## src/rtl/pipe_ctrl_pkg.sv

```systemverilog
// Shared definitions for the pipeline stall/flush controller: state encoding,
// register-file constants and the bundle of per-stage control strobes.
package pipe_ctrl_pkg;

    typedef enum logic [1:0] {
        RUN      = 2'd0,
        MEM_WAIT = 2'd1,
        MDU_WAIT = 2'd2
    } ctrl_state_e;

    localparam int REG_AW_DEF = 5;
    localparam logic [REG_AW_DEF-1:0] REG_X0 = '0;

    // ex_mem_flush is not stored here: it is always ex_stall & ~mem_stall.
    typedef struct packed {
        logic pc_write;
        logic if_id_write;
        logic if_id_flush;
        logic id_ex_flush;
        logic ex_stall;
        logic mem_stall;
    } ctrl_t;

    localparam ctrl_t CTRL_DEFAULT = '{pc_write: 1'b1, if_id_write: 1'b1, default: 1'b0};
    localparam ctrl_t CTRL_RESET   = '{if_id_flush: 1'b1, id_ex_flush: 1'b1, default: 1'b0};
    localparam ctrl_t CTRL_FREEZE  = '{ex_stall: 1'b1, mem_stall: 1'b1, default: 1'b0};
    localparam ctrl_t CTRL_MDU     = '{ex_stall: 1'b1, default: 1'b0};
    localparam ctrl_t CTRL_BRANCH  = '{pc_write: 1'b1, if_id_write: 1'b1,
                                       if_id_flush: 1'b1, id_ex_flush: 1'b1,
                                       default: 1'b0};
    localparam ctrl_t CTRL_BUBBLE  = '{id_ex_flush: 1'b1, default: 1'b0};

endpackage

```

## src/rtl/pipe_hazard_ctrl_if.sv

```systemverilog
// Hazard-information inputs and stall/flush outputs exchanged between the
// pipeline datapath (master) and the hazard controller (slave).
interface pipe_hazard_ctrl_if #(
    parameter int REG_AW = 5,
    parameter int CNT_W  = 16
);
    logic [REG_AW-1:0] id_rs1;
    logic [REG_AW-1:0] id_rs2;
    logic              id_use_rs1;
    logic              id_use_rs2;
    logic [REG_AW-1:0] ex_rd;
    logic              ex_mem_read;
    logic              ex_is_mdu;
    logic              ex_branch_taken;
    logic              mem_access;
    logic              dmem_ready;

    logic              pc_write;
    logic              if_id_write;
    logic              if_id_flush;
    logic              id_ex_flush;
    logic              ex_stall;
    logic              ex_mem_flush;
    logic              mem_stall;
    logic [1:0]        state;
    logic [CNT_W-1:0]  stall_cnt;

    modport master (
        output id_rs1, id_rs2, id_use_rs1, id_use_rs2, ex_rd, ex_mem_read,
               ex_is_mdu, ex_branch_taken, mem_access, dmem_ready,
        input  pc_write, if_id_write, if_id_flush, id_ex_flush, ex_stall,
               ex_mem_flush, mem_stall, state, stall_cnt
    );

    modport slave (
        input  id_rs1, id_rs2, id_use_rs1, id_use_rs2, ex_rd, ex_mem_read,
               ex_is_mdu, ex_branch_taken, mem_access, dmem_ready,
        output pc_write, if_id_write, if_id_flush, id_ex_flush, ex_stall,
               ex_mem_flush, mem_stall, state, stall_cnt
    );
endinterface

```

## src/rtl/load_use_detect.sv

```systemverilog
// Flags an ID instruction that reads the destination of a load still in EX.
// Writes to x0 are discarded by the register file, so they never create a hazard.
module load_use_detect
    import pipe_ctrl_pkg::*;
#(
    parameter int REG_AW = REG_AW_DEF
) (
    input  logic [REG_AW-1:0] id_rs1_i,
    input  logic [REG_AW-1:0] id_rs2_i,
    input  logic              id_use_rs1_i,
    input  logic              id_use_rs2_i,
    input  logic [REG_AW-1:0] ex_rd_i,
    input  logic              ex_mem_read_i,
    output logic              hazard_o
);
    logic rs1_hit;
    logic rs2_hit;

    assign rs1_hit  = id_use_rs1_i && (id_rs1_i == ex_rd_i);
    assign rs2_hit  = id_use_rs2_i && (id_rs2_i == ex_rd_i);
    assign hazard_o = ex_mem_read_i && (ex_rd_i != REG_AW'(REG_X0)) && (rs1_hit || rs2_hit);
endmodule

```

## src/rtl/pipe_hazard_ctrl.sv

```systemverilog
// Central stall/flush controller: small registered FSM (RUN / MEM_WAIT / MDU_WAIT)
// with same-cycle combinational control strobes for every pipeline register.
module pipe_hazard_ctrl
    import pipe_ctrl_pkg::*;
#(
    parameter int REG_AW  = 5,
    parameter int MDU_LAT = 4,
    parameter int CNT_W   = 16
) (
    input  logic                clk,
    input  logic                rst_n,
    pipe_hazard_ctrl_if.slave   bus
);
    localparam int MC_W = (MDU_LAT > 2) ? $clog2(MDU_LAT - 1) : 1;

    ctrl_state_e      state_q, state_d;
    logic [MC_W-1:0]  mdu_cnt_q, mdu_cnt_d;
    logic [CNT_W-1:0] stall_cnt_q, stall_cnt_d;

    logic        load_use;
    ctrl_t       ctl;
    ctrl_t       ex_ctl;
    ctrl_state_e ex_next;
    logic        ex_load_cnt;

    load_use_detect #(.REG_AW(REG_AW)) u_load_use (
        .id_rs1_i      (bus.id_rs1),
        .id_rs2_i      (bus.id_rs2),
        .id_use_rs1_i  (bus.id_use_rs1),
        .id_use_rs2_i  (bus.id_use_rs2),
        .ex_rd_i       (bus.ex_rd),
        .ex_mem_read_i (bus.ex_mem_read),
        .hazard_o      (load_use)
    );

    // Rules 2-4, shared by RUN (when memory is not waiting) and the MEM_WAIT release.
    // NOTE: every signal gets a default first so no path leaves it unassigned (no latch).
    always_comb begin
        ex_ctl      = CTRL_DEFAULT;
        ex_next     = RUN;
        ex_load_cnt = 1'b0;
        if (bus.ex_is_mdu) begin
            ex_ctl      = CTRL_MDU;
            ex_next     = MDU_WAIT;
            ex_load_cnt = 1'b1;
        end else if (bus.ex_branch_taken) begin
            ex_ctl = CTRL_BRANCH;
        end else if (load_use) begin
            ex_ctl = CTRL_BUBBLE;
        end
    end

    always_comb begin
        state_d   = state_q;
        mdu_cnt_d = mdu_cnt_q;
        ctl       = CTRL_DEFAULT;
        unique case (state_q)
            RUN, MEM_WAIT: begin
                if (bus.mem_access && !bus.dmem_ready) begin
                    ctl     = CTRL_FREEZE;
                    state_d = MEM_WAIT;
                end else begin
                    ctl     = ex_ctl;
                    state_d = ex_next;
                    if (ex_load_cnt) mdu_cnt_d = MC_W'(MDU_LAT - 2);
                end
            end
            MDU_WAIT: begin
                if (mdu_cnt_q != '0) begin
                    ctl       = CTRL_MDU;
                    mdu_cnt_d = mdu_cnt_q - 1'b1;
                end else begin
                    state_d = RUN;
                end
            end
            default: state_d = RUN;
        endcase
        if (!rst_n) ctl = CTRL_RESET;
    end

    assign stall_cnt_d = (!ctl.pc_write && stall_cnt_q != '1) ? stall_cnt_q + CNT_W'(1)
                                                              : stall_cnt_q;

    // NOTE: state registers use non-blocking assignments so all flops sample together.
    always_ff @(posedge clk or negedge rst_n) begin
        if (!rst_n) begin
            state_q     <= RUN;
            mdu_cnt_q   <= '0;
            stall_cnt_q <= '0;
        end else begin
            state_q     <= state_d;
            mdu_cnt_q   <= mdu_cnt_d;
            stall_cnt_q <= stall_cnt_d;
        end
    end

    assign bus.pc_write     = ctl.pc_write;
    assign bus.if_id_write  = ctl.if_id_write;
    assign bus.if_id_flush  = ctl.if_id_flush;
    assign bus.id_ex_flush  = ctl.id_ex_flush;
    assign bus.ex_stall     = ctl.ex_stall;
    assign bus.mem_stall    = ctl.mem_stall;
    assign bus.ex_mem_flush = ctl.ex_stall && !ctl.mem_stall;
    assign bus.state        = state_q;
    assign bus.stall_cnt    = stall_cnt_q;
endmodule
```

## src/flat_wrapper.sv

```systemverilog
// flat-port wrapper written by rule: the top's interface ports become plain ports
module pipe_hazard_ctrl_flat import pipe_ctrl_pkg::*;
#(
    parameter int REG_AW  = 5,
    parameter int MDU_LAT = 4,
    parameter int CNT_W   = 16
)
  (clk, rst_n, bus_id_rs1, bus_id_rs2, bus_id_use_rs1, bus_id_use_rs2, bus_ex_rd, bus_ex_mem_read, bus_ex_is_mdu, bus_ex_branch_taken, bus_mem_access, bus_dmem_ready, bus_pc_write, bus_if_id_write, bus_if_id_flush, bus_id_ex_flush, bus_ex_stall, bus_ex_mem_flush, bus_mem_stall, bus_state, bus_stall_cnt);
  pipe_hazard_ctrl_if #(.REG_AW(REG_AW), .CNT_W(CNT_W)) bus_i ();
  input  logic clk;
  input  logic rst_n;
  input wire logic [$bits(bus_i.id_rs1)-1:0] bus_id_rs1;
  input wire logic [$bits(bus_i.id_rs2)-1:0] bus_id_rs2;
  input wire logic [$bits(bus_i.id_use_rs1)-1:0] bus_id_use_rs1;
  input wire logic [$bits(bus_i.id_use_rs2)-1:0] bus_id_use_rs2;
  input wire logic [$bits(bus_i.ex_rd)-1:0] bus_ex_rd;
  input wire logic [$bits(bus_i.ex_mem_read)-1:0] bus_ex_mem_read;
  input wire logic [$bits(bus_i.ex_is_mdu)-1:0] bus_ex_is_mdu;
  input wire logic [$bits(bus_i.ex_branch_taken)-1:0] bus_ex_branch_taken;
  input wire logic [$bits(bus_i.mem_access)-1:0] bus_mem_access;
  input wire logic [$bits(bus_i.dmem_ready)-1:0] bus_dmem_ready;
  output wire logic [$bits(bus_i.pc_write)-1:0] bus_pc_write;
  output wire logic [$bits(bus_i.if_id_write)-1:0] bus_if_id_write;
  output wire logic [$bits(bus_i.if_id_flush)-1:0] bus_if_id_flush;
  output wire logic [$bits(bus_i.id_ex_flush)-1:0] bus_id_ex_flush;
  output wire logic [$bits(bus_i.ex_stall)-1:0] bus_ex_stall;
  output wire logic [$bits(bus_i.ex_mem_flush)-1:0] bus_ex_mem_flush;
  output wire logic [$bits(bus_i.mem_stall)-1:0] bus_mem_stall;
  output wire logic [$bits(bus_i.state)-1:0] bus_state;
  output wire logic [$bits(bus_i.stall_cnt)-1:0] bus_stall_cnt;
  assign bus_i.id_rs1 = bus_id_rs1;
  assign bus_i.id_rs2 = bus_id_rs2;
  assign bus_i.id_use_rs1 = bus_id_use_rs1;
  assign bus_i.id_use_rs2 = bus_id_use_rs2;
  assign bus_i.ex_rd = bus_ex_rd;
  assign bus_i.ex_mem_read = bus_ex_mem_read;
  assign bus_i.ex_is_mdu = bus_ex_is_mdu;
  assign bus_i.ex_branch_taken = bus_ex_branch_taken;
  assign bus_i.mem_access = bus_mem_access;
  assign bus_i.dmem_ready = bus_dmem_ready;
  assign bus_pc_write = bus_i.pc_write;
  assign bus_if_id_write = bus_i.if_id_write;
  assign bus_if_id_flush = bus_i.if_id_flush;
  assign bus_id_ex_flush = bus_i.id_ex_flush;
  assign bus_ex_stall = bus_i.ex_stall;
  assign bus_ex_mem_flush = bus_i.ex_mem_flush;
  assign bus_mem_stall = bus_i.mem_stall;
  assign bus_state = bus_i.state;
  assign bus_stall_cnt = bus_i.stall_cnt;
  pipe_hazard_ctrl #(.REG_AW(REG_AW), .MDU_LAT(MDU_LAT), .CNT_W(CNT_W)) u_core (.clk(clk), .rst_n(rst_n), .bus(bus_i));
endmodule
```

## config.mk

```make
export PLATFORM = sky130hd
export DESIGN_NAME = pipe_hazard_ctrl_flat
export DESIGN_NICKNAME = d
export VERILOG_FILES = /design/src/rtl/pipe_ctrl_pkg.sv /design/src/rtl/pipe_hazard_ctrl_if.sv /design/src/rtl/load_use_detect.sv /design/src/rtl/pipe_hazard_ctrl.sv /design/src/flat_wrapper.sv
export SDC_FILE = /design/constraint.sdc
export NUM_CORES = 1
export LEC_CHECK = 0
export ABC_AREA = 1
export CORE_MARGIN = 2
export CORE_UTILIZATION = 45
export CTS_BUF_LIST = sky130_fd_sc_hd__clkbuf_8
export DETAILED_ROUTE_END_ITERATION = 6
export PLACE_DENSITY = 0.87
export SLEW_MARGIN = 0
export SYNTH_ARGS = -nofsm -noshare
export SYNTH_HDL_FRONTEND = slang
export SYNTH_SLANG_ARGS = --single-unit
```

## constraint.sdc

```tcl
create_clock -name clk -period 3.49 [get_ports clk]
set_clock_uncertainty 0.05 [all_clocks]
set_input_delay 1.047 -clock clk [delete_from_list [all_inputs] [get_ports clk]]
set_output_delay 1.047 -clock clk [all_outputs]
set_load 0.01 [all_outputs]
```

==> impl_metrics.csv, run 1 <==
group,metric,value,unit
setup_path,path_cells,"clkdlybuf4s50_1, nor2_1, nor2_1, nand3_1, nand2_1, nand2_2, nand2_1, nand2_1, nand2_2, inv_2, buf_6",
die,nWellTaps,44,
sta,hold_viol_final,0,
cells_and_area,n_clock_buffer,3,
detailed_routing,drt_first_iter_violations,67,
synth,synth_adder_area_share,1.73,%
synth,syn_avg_cell_area,6.70,um^2
global_route,gr-total-overflow,0,
placed_design,gp_congestion,0.868,
clock_network,cts_resized,23,
setup_path,cp_max_fo,2,
synth,ys_top_logic_family,"simple AND/OR/NAND/NOR gates",
synth,ys_warn_count,0,
hold_path,worstHoldEndpoint,"u_core.bus.stall_cnt[4]$_DFFE_PN0P_",
hold_path,hp-class,"flop to flop",
cells_and_area,comb_area,812,um^2
pwr,power.density,470,mW/mm^2
placed_design,dp_slack,-0.419,ns
setup_path,crit_path_top_delay_cell,"clkdlybuf4s50_1",
cells_and_area,nets,302,
setup_path,r2r_end,"u_core.bus.stall_cnt[8]$_DFFE_PN0P_",
pwr,vdd_drop_max,0.320,mV
clock_network,cts_tree,"built",
detailed_routing,drtPass1Iterations,4,
clock_network,post_cts_buffers,0,
cells_and_area,layout_top_cell,"nand2_1",
global_route,antenna_found_initial,0,
setup_path,crit_start,"bus_id_rs1[0]",
cells_and_area,buffers,59,
cells_and_area,sh_comb_area,39.0,%
sta,period_used_share,96.5,%
setup_path,crit_arrival,2.27,ns
die,core,0.00305,mm^2
die,io_pins,49,
sta,setup_viol,0,
placed_design,portBuffers,48,
run_status,outcome,"completed",
synth,synth.area.mux_share,0,%
clock_network,clk_path_buf_depth,2,
setup_path,crit_cells,11,
sta,tightest_slew,0.318,ns
clock_network,root_buffer,"clkbuf_8",
cells_and_area,lay_top_cells,"nand2_1 (77), inv_1 (27), clkdlybuf4s50_1 (27), nand3_1 (23), dfrtp_1 (20)",
placed_design,placed_cell_area,0.00203,mm^2
cells_and_area,layout.area.seq,500,um^2
clock_network,insertion_delay,0.26,ns
hold_path,worst_hold_startpoint,"u_core.bus.stall_cnt[4]$_DFFE_PN0P_",
==> run 1: worst reg2reg max path, cell delays in order, from the launching register on <==
cell and delay, ns:
dfrtp_1 0.43, ha_1 0.23, nand3_2 0.13, nor3_4 0.22, nand2_2 0.13, nor2_4 0.14
nand4_4 0.24, nand2_4 0.27, nand2_1 0.09, nand2_1 0.07
==> run 1: metal layers <==
metal  GRT usage [%]  wire length, um
met4            2.80               17
met3            4.48              190
met1            28.3             1570
met5               0                0
met2            36.1             1710
==> run 1: power by group <==
| part | total [mW] | switching, mW | internal (mW) |
|---|---|---|---|
| combinational | 0.474 | 0.242 | 0.232 |
| clock | 0.149 | 0.0723 | 0.0768 |
| sequential | 0.356 | 0.0681 | 0.288 |
| total | 0.979 | 0.382 | 0.597 |
run_1/met1.png
Cells faint in the background.
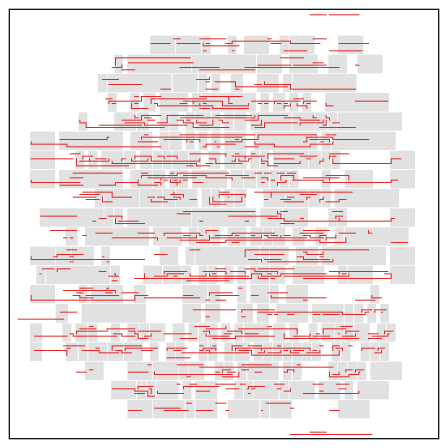
nets with wire on the layer = 268
main direction = horizontal
met1 Track Usage GR: 28.3%
wirelength, routed: 3490 um
via count: 1495

run_1/met2.png
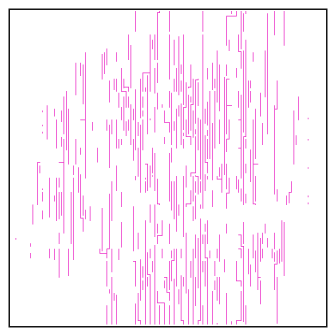
wire length on this layer = 1710 um
main direction = vertical
longest straight run = 33.3 um
share of all routed wire = 49%
nets with wire on the layer = 235

run_1/met3.png
Cells faint in the background.
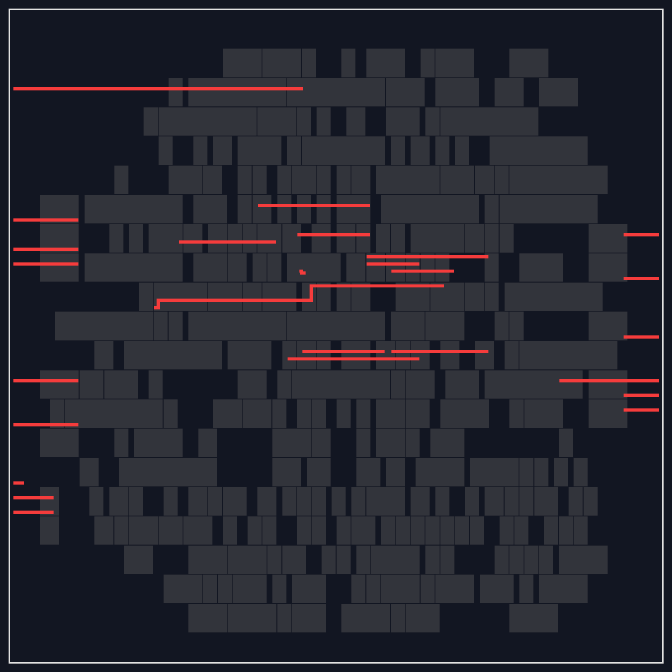
main direction = horizontal
share of all routed wire = 5.5%
wire length on this layer = 191 um
nets with wire on the layer = 22
M3 GR Usage: 4.48%

run_1/final_congestion.png
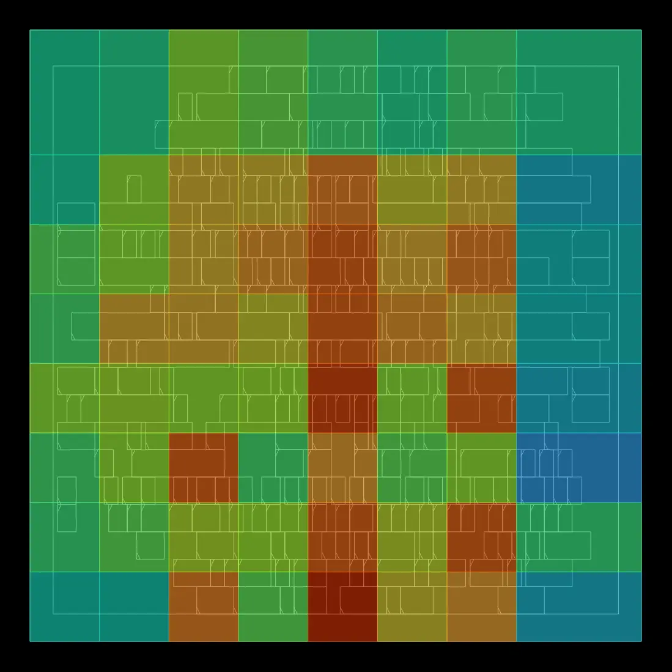
GR Util met2: 36.1%
Most Crowded Layer GR: met2

--- run 2 (diff from run 1) ---
--- a/config.mk
+++ b/config.mk
@@ -8,7 +8,6 @@
 export ABC_AREA = 1
 export CORE_MARGIN = 2
 export CORE_UTILIZATION = 45
-export CTS_BUF_LIST = sky130_fd_sc_hd__clkbuf_8
 export DETAILED_ROUTE_END_ITERATION = 6
 export PLACE_DENSITY = 0.87
 export SLEW_MARGIN = 0
==> impl_metrics.csv, run 2 <==
group,metric,value,unit
sta,period_used_share,96.5,%
clock_network,cts_tree,"built",
setup_path,path_cells,"clkdlybuf4s50_1, nor2_1, nor2_1, nand3_1, nand2_1, nand2_2, nand2_1, nand2_1, nand2_2, inv_2, buf_6",
pwr,comb-power,473,uW
setup_path,crit_arrival,2.27,ns
detailed_routing,drtPass1Iterations,4,
pwr,p_int,560,uW
cells_and_area,n_clock_buffer,3,
setup_path,crit_path_top_delay_cell,"clkdlybuf4s50_1",
hold_path,worstHoldEndpoint,"u_core.bus.stall_cnt[4]$_DFFE_PN0P_",
pwr,vdd_drop_max,0.307,mV
synth,ys_warn_count,0,
setup_path,cp_max_fo,2,
sta,tightest_slew,0.318,ns
die,nWellTaps,44,
clock_network,insertion_delay,0.29,ns
pwr,power.share.switching,40.0,%
pwr,power.density,452,mW/mm^2
cells_and_area,comb_area,812,um^2
placed_design,dp_slack,-0.419,ns
clock_network,root_buffer,"clkbuf_4",
detailed_routing,drt-total-wl,3460,um
setup_path,crit_cells,11,
cells_and_area,nets,302,
run_status,outcome,"completed",
detailed_routing,num_vias,1497,
synth,syn_avg_cell_area,6.70,um^2
die,io_pins,49,
placed_design,placed_cell_area,0.00203,mm^2
placed_design,portBuffers,48,
synth,synth_adder_area_share,1.73,%
synth,synth.area.mux_share,0,%
pwr,pg_clk,105,uW
detailed_routing,drt_first_iter_violations,47,
## run 2: repair_timing
item / in CTS / in global routing
pin swaps: 4 / 10
hold endpoints to repair: 0 / 0
buffers inserted: 0 / 1
setup endpoints to repair: 7 / 7
resized: 23 / 25
hold buffers: 0 / 0
## run 2: cells by family (layout without fill, tap and decap cells)
group / Yosys count / after routing
compound gates: 8 / 8
fa+ha+maj: 2 / 2
xor+xnor: 13 / 13
flops: 20 / 20
buf+inv: 36 / 94
simple gates: 137 / 137
## run 2: tightest hold or removal path: stages (launching register included)
cell     delay, ns
dfrtp_1       0.40
nand2_1       0.06
nand2_1       0.05
## run 2: layer usage
layer	track usage, %	share of wire (%)
met1	28.1	46
met2	35.5	49
met3	3.84	4.1
met4	2.80	0.49
met5	0	0
run_2/met3.png
Cells faint in the background.
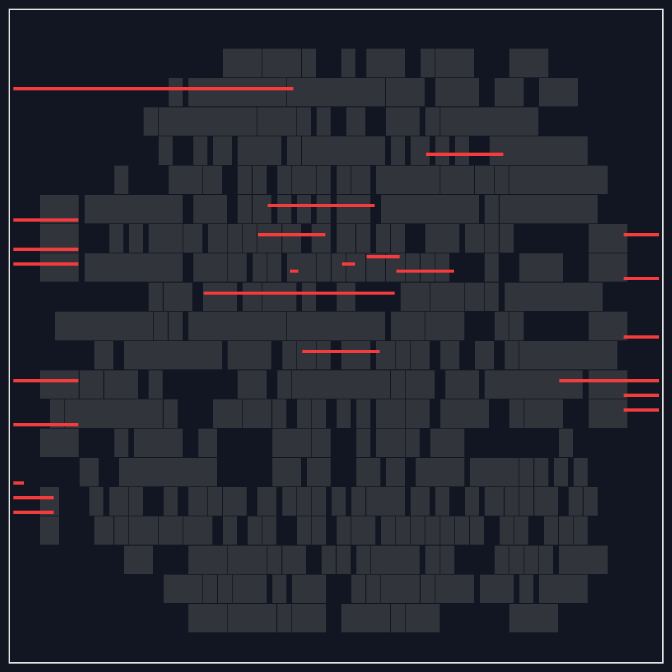
longest straight run = 25.8 um
share of all routed wire = 4.1%

run_2/met2.png
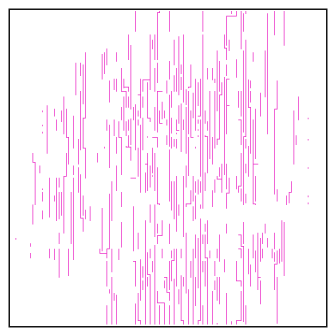
main direction = vertical
longest straight run = 33.3 um
wire length on this layer = 1700 um

--- run 3 (diff from run 2) ---
--- a/config.mk
+++ b/config.mk
@@ -9,6 +9,7 @@
 export CORE_MARGIN = 2
 export CORE_UTILIZATION = 45
 export DETAILED_ROUTE_END_ITERATION = 6
+export GPL_ROUTABILITY_DRIVEN = 0
 export PLACE_DENSITY = 0.87
 export SLEW_MARGIN = 0
 export SYNTH_ARGS = -nofsm -noshare
==> impl_metrics.csv, run 3 <==
group,metric,value,unit
setup_path,cp_max_fo,2,
pwr,power.density,452,mW/mm^2
die,io_pins,49,
synth,syn_avg_cell_area,6.70,um^2
synth,synth.area.mux_share,0,%
placed_design,dp_slack,-0.419,ns
run_status,outcome,"completed",
synth,ys_warn_count,0,
setup_path,path_cells,"clkdlybuf4s50_1, nor2_1, nor2_1, nand3_1, nand2_1, nand2_2, nand2_1, nand2_1, nand2_2, inv_2, buf_6",
placed_design,placed_cell_area,0.00203,mm^2
hold_path,worstHoldEndpoint,"u_core.bus.stall_cnt[4]$_DFFE_PN0P_",
pwr,pg_clk,105,uW
sta,period_used_share,96.5,%
clock_network,cts_hold_buf,0,
pwr,vdd_drop_max,0.307,mV
pwr,power.share.switching,40.0,%
detailed_routing,drtPass1Iterations,4,
pwr,comb-power,473,uW
placed_design,portBuffers,48,
sta,tightest_slew,0.318,ns
run 3: cell counts after synthesis:
Identical to the previous run, type by type.
run 3: routing by layer:
| metal | vias to the layer above | routed length, um | track usage [%] |
|---|---|---|---|
| li1 | 782 | - | - |
| met1 | 681 | 1590 | 28.1 |
| met2 | 32 | 1700 | 35.5 |
| met3 | 2 | 141 | 3.84 |
| met4 | 0 | 17 | 2.80 |
| met5 | - | 0 | 0 |
run 3: area by class of cell:
type / count / area, um^2
Inverter: 32 / 120
Sequential cell: 20 / 500
Clock buffer: 3 / 22.5
Fill cell: 277 / 990
Tap cell: 44 / 55.1
Timing Repair Buffer: 59 / 553
Multi-Input combinational cell: 160 / 812
run_3/met2.png
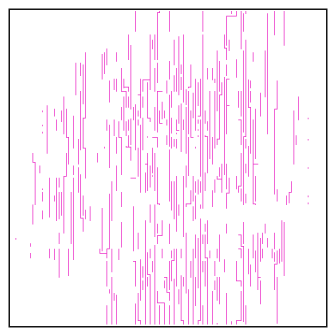
longest straight run = 33.3 um
main direction = vertical
via count: 1497
wirelength, routed: 3460 um

run_3/met3.png
Cells faint in the background.
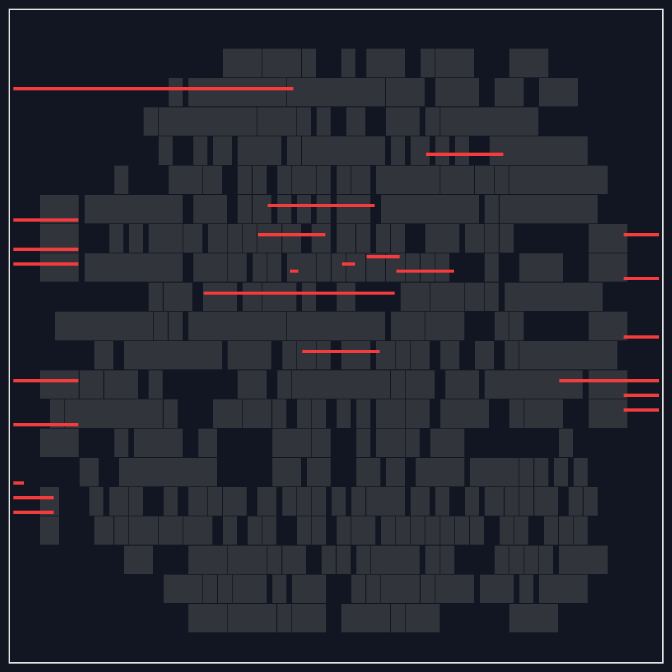
nets with wire on the layer = 22
main direction = horizontal
longest straight run = 25.8 um
wire length on this layer = 142 um

Power is estimated from default activity; no workload was simulated.
